File: src/rtl/mem_access_stage.sv
// MEM stage: req/ack data-memory access for byte/half/word loads and stores, plus the MEM/WB register.
// Latency: 1 cycle for non-memory or misaligned instructions; 3 cycles for an access acked in its first BUSY cycle.
// Backpressure: mem_stall holds the upstream pipeline from access start until the DONE cycle.
module mem_access_stage #(
  parameter int MAX_WAIT = 16
) (
  input  logic        clk,
  input  logic        rst,
  input  logic [31:0] mem_inst,
  input  logic [31:0] mem_RFRD2,
  input  logic [31:0] mem_ALUOUT,
  input  logic [4:0]  mem_RegisterRd,
  input  logic        mem_MemRead,
  input  logic        mem_MemWrite,
  input  logic        mem_MemtoReg,
  input  logic        mem_RegWrite,
  input  logic        mem_call,
  input  logic [31:0] mem_pcplus4,
  output logic        mem_stall,
  output logic        dm_req,
  output logic        dm_we,
  output logic [31:0] dm_addr,
  output logic [31:0] dm_wdata,
  output logic [3:0]  dm_be,
  input  logic        dm_ack,
  input  logic [31:0] dm_rdata,
  output logic [31:0] wb_inst,
  output logic [4:0]  wb_RegisterRd,
  output logic        wb_RegWrite,
  output logic [31:0] wb_WData,
  output logic        mem_err
);

  typedef enum logic [1:0] {IDLE = 2'd0, BUSY = 2'd1, DONE = 2'd2} state_t;
  localparam logic [7:0] LAST_WAIT = 8'(MAX_WAIT - 1);

  state_t      state;
  logic [7:0]  wait_cnt;
  logic        abort_q;
  logic [31:0] rdata_q;
  logic [1:0]  off_q;

  logic [5:0]  opcode;
  logic        is_byte, is_half, is_unsigned;
  logic        access, aligned, misaligned, start;
  logic [31:0] wdata_n, load_data;
  logic [3:0]  be_n;
  logic [7:0]  ld_byte;
  logic [15:0] ld_half;

  assign opcode = mem_inst[31:26];

  // Unknown opcodes that still touch memory fall through to word size.
  always_comb begin
    is_byte = 1'b0;
    is_half = 1'b0;
    case (opcode)
      6'h20, 6'h24, 6'h28: is_byte = 1'b1;
      6'h21, 6'h25, 6'h29: is_half = 1'b1;
      default: ;
    endcase
  end

  assign is_unsigned = (opcode == 6'h24) || (opcode == 6'h25);
  assign access      = mem_MemRead | mem_MemWrite;
  assign aligned     = is_byte | (is_half ? ~mem_ALUOUT[0] : (mem_ALUOUT[1:0] == 2'b00));
  assign misaligned  = access & ~aligned;
  assign start       = (state == IDLE) & access & aligned;
  assign mem_stall   = start | (state == BUSY);

  always_comb begin
    wdata_n = mem_RFRD2;
    be_n    = 4'b1111;
    if (is_byte) begin
      wdata_n = {4{mem_RFRD2[7:0]}};
      be_n    = 4'b0001 << mem_ALUOUT[1:0];
    end else if (is_half) begin
      wdata_n = {2{mem_RFRD2[15:0]}};
      be_n    = mem_ALUOUT[1] ? 4'b1100 : 4'b0011;
    end
  end

  assign ld_byte = rdata_q[{off_q, 3'b000} +: 8];
  assign ld_half = off_q[1] ? rdata_q[31:16] : rdata_q[15:0];

  always_comb begin
    load_data = rdata_q;
    if (is_byte)
      load_data = {{24{~is_unsigned & ld_byte[7]}}, ld_byte};
    else if (is_half)
      load_data = {{16{~is_unsigned & ld_half[15]}}, ld_half};
  end

  always_ff @(posedge clk or negedge rst) begin
    if (!rst) begin
      state    <= IDLE;
      wait_cnt <= '0;
      abort_q  <= 1'b0;
      rdata_q  <= '0;
      off_q    <= '0;
      dm_req   <= 1'b0;
      dm_we    <= 1'b0;
      dm_addr  <= '0;
      dm_wdata <= '0;
      dm_be    <= '0;
      mem_err  <= 1'b0;
    end else begin
      mem_err <= 1'b0;
      case (state)
        IDLE: begin
          mem_err <= misaligned;
          if (start) begin
            state    <= BUSY;
            wait_cnt <= '0;
            dm_req   <= 1'b1;
            dm_we    <= mem_MemWrite;
            dm_addr  <= {mem_ALUOUT[31:2], 2'b00};
            dm_wdata <= wdata_n;
            dm_be    <= be_n;
            off_q    <= mem_ALUOUT[1:0];
          end
        end
        BUSY: begin
          if (dm_ack) begin
            rdata_q <= dm_rdata;
            dm_req  <= 1'b0;
            state   <= DONE;
          end else if (wait_cnt == LAST_WAIT) begin
            dm_req  <= 1'b0;
            mem_err <= 1'b1;
            abort_q <= 1'b1;
            state   <= DONE;
          end else begin
            wait_cnt <= wait_cnt + 8'd1;
          end
        end
        default: begin
          abort_q <= 1'b0;
          state   <= IDLE;
        end
      endcase
    end
  end

  // MEM/WB: inputs are held during the stall, so DONE sees the same instruction that started the access.
  always_ff @(posedge clk or negedge rst) begin
    if (!rst) begin
      wb_inst       <= '0;
      wb_RegisterRd <= '0;
      wb_RegWrite   <= 1'b0;
      wb_WData      <= '0;
    end else if (mem_stall) begin
      wb_inst       <= '0;
      wb_RegisterRd <= '0;
      wb_RegWrite   <= 1'b0;
      wb_WData      <= '0;
    end else begin
      wb_inst       <= mem_inst;
      wb_RegisterRd <= mem_RegisterRd;
      wb_RegWrite   <= mem_RegWrite & ~(misaligned | abort_q);
      wb_WData      <= mem_call ? mem_pcplus4 : (mem_MemtoReg ? load_data : mem_ALUOUT);
    end
  end

endmodule
File: config.mk
export PLATFORM = sky130hd
export DESIGN_NAME = mem_access_stage
export DESIGN_NICKNAME = d
export VERILOG_FILES = /design/src/rtl/mem_access_stage.sv
export SDC_FILE = /design/constraint.sdc
export NUM_CORES = 1
export LEC_CHECK = 0
export ABC_AREA = 1
export CAP_MARGIN = 15
export CORE_UTILIZATION = 45
export CTS_CLUSTER_DIAMETER = 200
export DETAILED_ROUTE_END_ITERATION = 6
export HOLD_SLACK_MARGIN = 0.1
export PLACE_DENSITY = 0.81
export SLEW_MARGIN = 5
export SYNTH_ARGS = -nofsm -noshare
export SYNTH_HDL_FRONTEND = slang
export SYNTH_SLANG_ARGS = --single-unit
File: constraint.sdc
create_clock -name clk -period 1.8 [get_ports clk]
set_clock_uncertainty 0.05 [all_clocks]
set_input_delay 0.18 -clock clk [delete_from_list [all_inputs] [get_ports clk]]
set_output_delay 0.18 -clock clk [all_outputs]
set_load 0.03 [all_outputs]
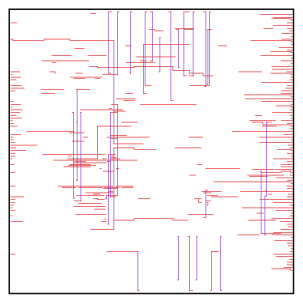
**Above:** run 1 (metal layers overlaid).
Scale: 2 px per um. Only two layers are drawn.
[met4] purple | wire length: 1030 um
[met3] red | wire length: 2050 um
routed wire length: 29930 um
via count: 8813
routed wirelength normalized by instance count: 17.37 um
Tot GR Track Use: 30.80%

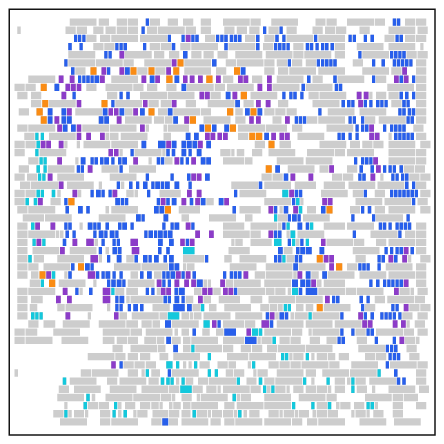
**Above:** run 1 (gate-type map).
Scale: 3 px per um.
[NOR gates] cyan | cells: 88 | most used: nor2_1
[NAND gates] blue | cells: 475 | most used: nand2_1 | where: widely spread
[inverting AOI/OAI gates] purple | cells: 163 | most used: a21oi_1
[AND and OR gates] orange | cells: 33 | most used: or2_2
non-filler instance count after layout: 1723
most common library cell in the layout ignoring fill and taps: nand2_1
combinational share of cell area: 26.52%

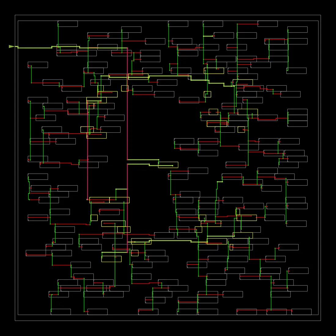
**Above:** run 1 (clock wiring as the flow saved it).
insertion delay at the late pin of the worst-skew pair: 0.43 ns
CTS buffer count: 17

==> impl_metrics.yaml, run 1 <==
# physical design summary
outcome:
  run_status: "finished clean"
global_routing:
  vias_in_the_first_global_route: 8722
  met1_usage_pct: 39.25
setup_path:
  critPathCaptureType: "output pin"
  worst_setup_path_start_kind: "input port"
  setup.reg_to_reg.worst_slack_ns: 0.06
  timing.critical_path.fanout_max: 6
route:
  drtAntennaViolNets: 0
  route.detailed.drc: 0
floorplanning:
  die_h_um: 141.4
  core_region_area_um2: 18890
synthesis:
  yosys.stat.seqShare_pct: 52.66
  synth-async-reset-ratio_pct: 100.0
  syn-mean-instance-area_um2: 7.856
clock_network:
  clk_transition_reported_paths_ns: 0.07
  numClockSinks: 184
  cts_root_buf: "clkbuf_16"
placement:
  placement.cell_area_um2: 12600
  post-dp-hpwl_um: 22570
run:
  max_cap_violations: 0
timing:
  finalHoldViolations: 0
  setup_slack_ns: 0.02506
finish:
  final_nets: 1624
  insertedDiodeCount: 0
## run 1: stage by stage
stage / instances / power [uW] / hold slack (ns)
2_1_floorplan: 1114 / 11070 / -0.1656
3_3_place_gp: 1685 / 15010 / 0.1018
3_5_place_dp: 1685 / 15140 / 0.1043
4_1_cts: 1722 / 18960 / 0.1229
5_1_grt: 1723 / 19980 / 0.1487
6_report: 1723 / 18990 / 0.1323
## run 1: where the power goes
group / switching, uW / internal [uW]
Combinational: 5200 / 3610
Clock: 1770 / 1970
Sequential: 889 / 5550
Total: 7860 / 11100
## run 1: flip-flops by register name, indices dropped and copies added, names as in the netlist, 2 cells and up
name / count
dm_addr: 30
dm_be: 4
dm_wdata: 32
off_q: 2
rdata_q: 32
state: 2
wait_cnt: 8
wb_RegisterRd: 5
wb_WData: 32
wb_inst: 32
## run 1: area by class of cell
class	instances	area (um^2)
Fill cell	1549	5619
Sequential cell	184	4604
Timing Repair Buffer	382	3896
Multi-Input combinational cell	774	3520
Clock buffer	18	429.2
Inverter	91	342.8
Tap cell	260	325.3
Clock inverter	14	156.4
## run 1: cell families (layout without fill, tap and decap cells)
family / after synthesis / in the layout / synth area share [%]
AOI/OAI and AO/OA: 164 / 164 / 9.645
xor gates and xnor gates: 3 / 3 / 0.3006
buffers and inverters: 156 / 505 / 7.584
adders and majority gates: 1 / 1 / 0.1431
DFF: 184 / 184 / 52.66
other: 1 / 2 / 0.04289
muxes: 8 / 8 / 1.030
and+or+nand+nor: 596 / 596 / 28.59
## run 1: worst paths after layout
| kind | start | end |
|---|---|---|
| worst max-delay path | mem_inst[29] | mem_stall |
| worst min register to register | dm_be[3] | dm_be[3] |
| worst min-delay path | mem_inst[27] | wb_inst[27] |
| min in group asynchronous | rst | dm_addr[4] |
| worst max register to register | wait_cnt[1] | wait_cnt[7] |
| max in group asynchronous | rst | rdata_q[3] |
## run 1: worst max-delay path, cell delays in order
cell and delay [ns]:
clkdlybuf4s50_1 0.45, nand2_2 0.13, nand2_2 0.08, nor2_4 0.13, nand2_1 0.08, nand2_2 0.12
nand2_4 0.07, nand2_4 0.06, buf_12 0.12, buf_8 0.12
## run 1: cells in the mapped netlist (all sizes together), types with 3 or more instances
master / n / share of area [%]
nand3: 105 / 6.0
a21oi: 113 / 6.5
or2: 32 / 2.3
xor2: 3 / 0.30
mux2: 8 / 1.0
dfrtp: 184 / 53
nor2: 86 / 3.9
o21ai: 42 / 2.4
inv: 90 / 3.9
nand2: 368 / 16
o21bai: 7 / 0.60
buf: 36 / 2.4
clkbuf: 29 / 1.2
## run 1: per-layer routing
layer,part of all wire (%),vias to the layer above
met4,3.4,0
li1,-,4173
met2,49,410
met3,6.8,72
met1,41,4158
met5,0,-
## run 1: timing repair
action,4_1_cts,5_1_grt
endpoints found under the hold margin,184,0
setup endpoints to repair,1,26
pin swaps,3,1
gates resized,12,6
gates cloned,0,0
buffers inserted,4,1
hold buffers,1,0
**Run 1: I/O pins on the die edge**

Scale: 3 px per um. Pins as bars across the die edge, other pins in gray.
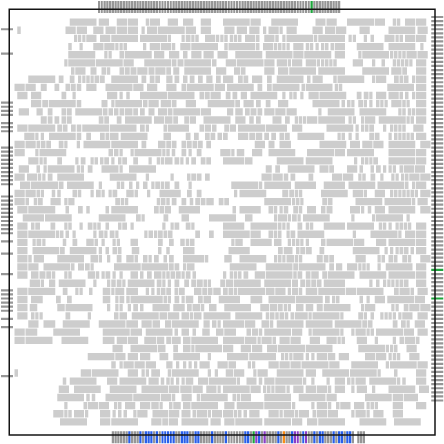

## Run 2: what changed since run 1
--- a/constraint.sdc
+++ b/constraint.sdc
@@ -3,3 +3,3 @@
 set_input_delay 0.18 -clock clk [delete_from_list [all_inputs] [get_ports clk]]
 set_output_delay 0.18 -clock clk [all_outputs]
-set_load 0.03 [all_outputs]
+set_load 0.01 [all_outputs]
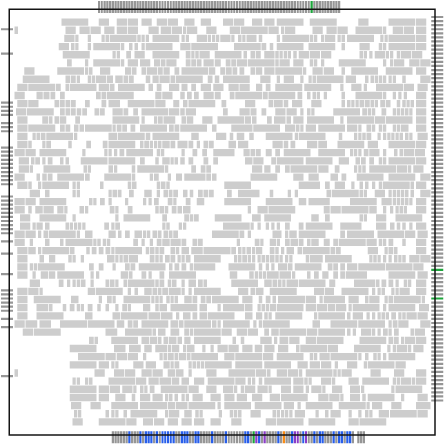
**Above:** run 2 (I/O pins on the die edge).
Scale: 3 px per um. Pins as bars across the die edge, other pins in gray.
[wb_RegWrite] orange | pins: 1 | direction: output | edge: bottom
[dm_be] green | pins: 4 | direction: output | edge: 2 right, 1 top, 1 bottom
[mem_inst] blue | pins: 32 | direction: input | edge: bottom
[wb_RegisterRd] purple | pins: 5 | direction: output | edge: bottom

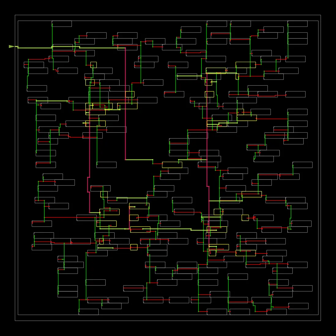
**Above:** run 2 (clock wiring as the flow saved it).
CLK BUF: 18
Clock net power: 3630 uW

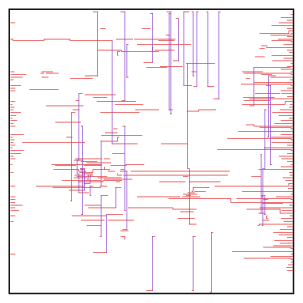
**Above:** run 2 (metal layers overlaid).
Scale: 2 px per um. Only two layers are drawn.
[met4] purple | wire length: 1130 um
[met3] red | wire length: 2380 um

==> run 2 against run 1 <==
  * Clock-buffer cell count did not move
  * Synthesized cell count did not move
  * Critical path depth fell by 4
  * Clock power fell by 3%
  * Via count rose by 0.93%
  * Combinational power fell by about 20%
  * Sequential share of layout area rose by 0.40 points
  * Highest routed layer unchanged
  * Worst setup slack improved by 0.082 ns
  * Die area did not move
  * Non-clock buffer count fell by 3
==> impl_metrics.yaml, run 2 <==
# physical design summary
outcome:
  run_status: "finished clean"
synthesis:
  yosysTopAreaCell: "dfrtp_1"
  synth_top_area_share_pct: 52.66
  yosys.stat.seqShare_pct: 52.66
  synth-async-reset-ratio_pct: 100.0
  topCellsByArea: "dfrtp_1, nand2_1, a21oi_1"
  syn-mean-instance-area_um2: 7.856
finish:
  fillerInstances: 1581
  final_nets: 1621
  comb_cell_area_um2: 3512
  layout_top_cell_excl_fill_tap: "nand2_1"
  ff_latch_area_um2: 4604
  insertedDiodeCount: 0
placement:
  post-dp-hpwl_um: 22560
global_routing:
  grt.total_usage_pct: 30.73
setup_path:
  arrival_worst_endpoint_ns: 1.46
  path_delay_family: "flip-flops"
  cp-startpoint: "state[1]"
  cp_cell_sequence: "nor2_1 -> inv_1 -> nor2_4 -> nand2_4 -> nand2_1 -> clkbuf_2"
  crit_cells: 6
  timing.critical_path.fanout_max: 3
  rr_startpoint: "state[1]"
  max_stage_delay_ns: 0.42
  critPathCaptureType: "output pin"
  worst_setup_path_start_kind: "register"
  crit_path_top_delay_cell: "dfrtp_1"
route:
  wl_per_cell_um: 17.42
  route.detailed.drc: 0
  routed_wire_length_um: 29960
  drtAntennaViolNets: 0
timing:
  worst_hold_slack_ns: 0.1424
  setup_slack_ns: 0.1072
run:
  max_cap_violations: 0
clock_network:
  cts-buffers-inserted: 17
  clk_latency_ns: 0.43
  clk_transition_reported_paths_ns: 0.08
  cts_root_buf: "clkbuf_16"
floorplanning:
  die_h_um: 141.4
  ioPinCount: 315
  core_region_area_um2: 18890
run 2: through the flow:
step / total power (uW) / util (%) / area [um^2] / std cells
3_5_place_dp: 13400 / 66.28 / 12520 / 1686
6_report: 17060 / 69.45 / 13120 / 1720
5_1_grt: 18070 / 69.45 / 13120 / 1720
4_1_cts: 17040 / 69.34 / 13100 / 1719
2_1_floorplan: 9476 / - / 8747 / 1114
3_3_place_gp: 13240 / 66.28 / 12520 / 1686
run 2: what timing repair did:
item / in CTS / in global routing
buffers inserted: 0 / 1
hold buffers: 1 / 0
hold endpoints to repair: 184 / 0
endpoints found under the setup margin: 1 / 22
gates resized: 5 / 6
run 2: cells by family after synthesis:
logic type	Yosys count	share of synthesized area, %
AND-OR/OR-AND	164	9.645
multiplexers	8	1.030
AND/OR/NAND/NOR	596	28.59
XOR/XNOR	3	0.3006
other	1	0.04289
buffers and inverters	156	7.584
flip-flops	184	52.66
adder cells (fa/ha/maj)	1	0.1431
run 2: power breakdown:
group	switching (uW)	internal, uW	leakage, uW
registers	841	5540	0.00225
clock network	1790	1840	0.000275
logic	3560	3480	0.00397
run 2: routing by layer:
metal  track usage, %  wire (um)
met1            38.53      11650
met2            52.74      14810
met3            5.130       2378
met4            12.90       1133
met5                0          0
run 2: path summary, 6_finish.rpt:
check / end / slack, ns
max reg2reg: dm_wdata[6] / 0.15
min: dm_wdata[5] / 0.14
max: mem_stall / 0.11
max in group asynchronous: rdata_q[23] / 0.89
min reg2reg: dm_wdata[11] / 0.43
min in group clk: wb_inst[17] / 0.20
run 2: area by class of cell:
| cell class | instances | share of cell area (%) |
|---|---|---|
| inverters | 91 | 2.613 |
| multi-input cells | 774 | 26.77 |
| repair buffers | 379 | 28.79 |
| flip-flops and latches | 184 | 35.09 |
| clock buffers | 18 | 3.271 |
| well taps | 260 | 2.479 |
| clock inverters | 14 | 0.9917 |
**Run 2: gate-type map**

Scale: 3 px per um.
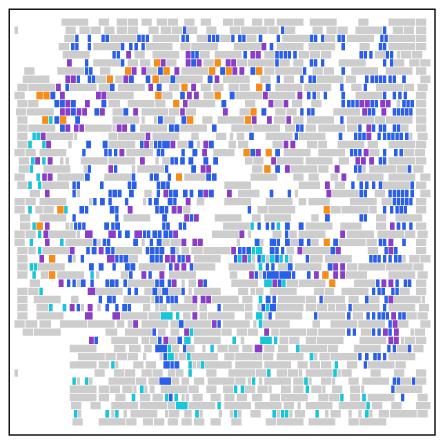

## Run 3: what changed since run 2
Settings changed: CORE_UTILIZATION 45 to 40, PLACE_DENSITY 0.81 to 0.74.
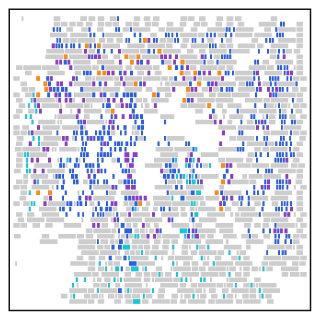
**Above:** run 3 (gate-type map).
Scale: 2 px per um.
[NOR gates] cyan | cells: 88 | most used: nor2_1
[AND and OR gates] orange | cells: 33 | most used: or2_2
[inverting AOI/OAI gates] purple | cells: 163 | most used: a21oi_1
[NAND gates] blue | cells: 475 | most used: nand2_1
non-filler instance count after layout: 1740
combinational share of cell area: 26.64%

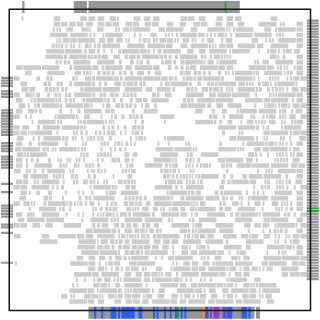
**Above:** run 3 (I/O pins on the die edge).
Scale: 2 px per um. Pins as bars across the die edge, other pins in gray.
[wb_RegisterRd] purple | pins: 5 | direction: output | edge: bottom
[dm_be] green | pins: 4 | direction: output | edge: 2 right, 1 top, 1 bottom
[mem_inst] blue | pins: 32 | direction: input | edge: bottom
[wb_RegWrite] orange | pins: 1 | direction: output | edge: bottom
all pins by edge: 96 right, 92 bottom, 90 top, 37 left
tally of buffers added on design ports: 312
die height: 149.8 um
horizontal die dimension: 149.8 um

==> run 3 against run 2 <==
  * Wire length is 0.37% lower
  * Clock-buffer cell count is 1 lower
  * Global-route usage fell by 3.7 points
  * Total power fell by 0.19%
==> impl_metrics.yaml, run 3 <==
# physical design summary
outcome:
  run_status: "finished clean"
floorplanning:
  core_region_area_um2: 21220
finish:
  layout_top_cell_excl_fill_tap: "nand2_1"
  finalCoreUtilization_pct: 62.09
synthesis:
  syn-mean-instance-area_um2: 7.856
  yosys.stat.seqShare_pct: 52.66
setup_path:
  timing.critical_path.fanout_max: 45
  crit_path_top_delay_cell: "clkdlybuf4s50_1"
  setup.reg_to_reg.worst_slack_ns: 0.14
  cp_cell_sequence: "clkdlybuf4s50_1 -> inv_1 -> nand2_2 -> nor2_4 -> nor2_1 -> nand2_2 -> nand2_4 -> buf_4 -> buf_12 -> nand3_1 -> a21oi_1"
  rr_startpoint: "state[0]"
clock_network:
  clk_latency_ns: 0.43
  cts-buffers-inserted: 17
  cts_root_buf: "clkbuf_16"
power:
  switching_power_uw: 6092
  seq_power_share_pct: 37.9
  total_internal_power_uw: 10930
  design_power_total_uw: 17020
placement:
  numPlacedInstances: 1707
route:
  drtAntennaViolNets: 0
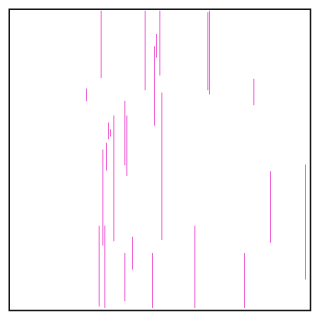
**Above:** run 3 (the metal 4 layer).
Scale: 2 px per um.
longest straight run: 73.4 um
nets with wire on the layer: 25
main direction: vertical
share of all routed wire: 2.8%
wire length on this layer: 834 um
routed wire length: 29850 um
via count: 8701

run 3: cell counts after synthesis:
No cell type changed its count.
run 3: final cells by class:
type | count | area (um^2)
fill | 1815 | 8044
clock buffer | 17 | 425.4
clock inverter | 15 | 142.6
multi-input combinational | 774 | 3510
tap | 275 | 344.1
timing repair buffer | 384 | 3809
inverter | 91 | 341.6
sequential | 184 | 4604
run 3: cells by family (layout without fill, tap and decap cells):
family / after synthesis / in the layout / synth area share (%)
AOI/OAI and AO/OA: 164 / 164 / 9.645
adders and majority gates: 1 / 1 / 0.1431
DFF: 184 / 184 / 52.66
xor gates and xnor gates: 3 / 3 / 0.3006
and+or+nand+nor: 596 / 596 / 28.59
muxes: 8 / 8 / 1.030
buffers and inverters: 156 / 507 / 7.584
other: 1 / 2 / 0.04289
run 3: how the worst max path moves through the flow:
stage,start,to,slack [ns]
2_1_floorplan,wait_cnt[0],dm_req,0.28
3_3_place_gp,mem_inst[27],mem_stall,-0.27
3_5_place_dp,mem_inst[27],mem_stall,-0.29
4_1_cts,state[0],mem_stall,0.006
5_1_grt,wait_cnt[0],wait_cnt[6],0.005
6_report,mem_inst[26],wb_WData[9],0.13
run 3: stage by stage:
| stage | instance area (um^2) | hold slack (ns) |
|---|---|---|
| after CTS | 13160 | 0.1827 |
| after global placement | 12570 | 0.08326 |
| after detailed placement | 12570 | 0.07722 |
| after global routing | 13180 | 0.1426 |
| after floorplan | 8747 | -0.1656 |
| final | 13180 | 0.1253 |
run 3: what timing repair did:
| item | CTS | global route |
|---|---|---|
| resized | 4 | 11 |
| hold buffers | 1 | 0 |
| setup endpoints to repair | 1 | 14 |
| hold endpoints to repair | 184 | 0 |
| pin swaps | 0 | 2 |
run 3: critical path, delay by kind of cell:
family / cells / cell delay, ns
buffers and inverters: 4 / 1.05
and+or+nand+nor: 6 / 0.54
AOI/OAI and AO/OA: 1 / 0.19
run 3: power by group through the flow:
stage / Combinational (uW) / Sequential (uW) / Clock (uW)
3_5_place_dp: 6900 / 6500 / 0
2_1_floorplan: 2710 / 6770 / 0
3_3_place_gp: 6790 / 6480 / 0
4_1_cts: 6930 / 6430 / 3750
5_1_grt: 7560 / 6590 / 3900
6_report: 6910 / 6450 / 3670
run 3: layer usage:
metal  track usage (%)  wire (um)
met4             8.586        834
met3             5.518       2039
met1             33.79      12240
met5                 0          0
met2             46.50      14740
Power and IR drop assume default switching activity.
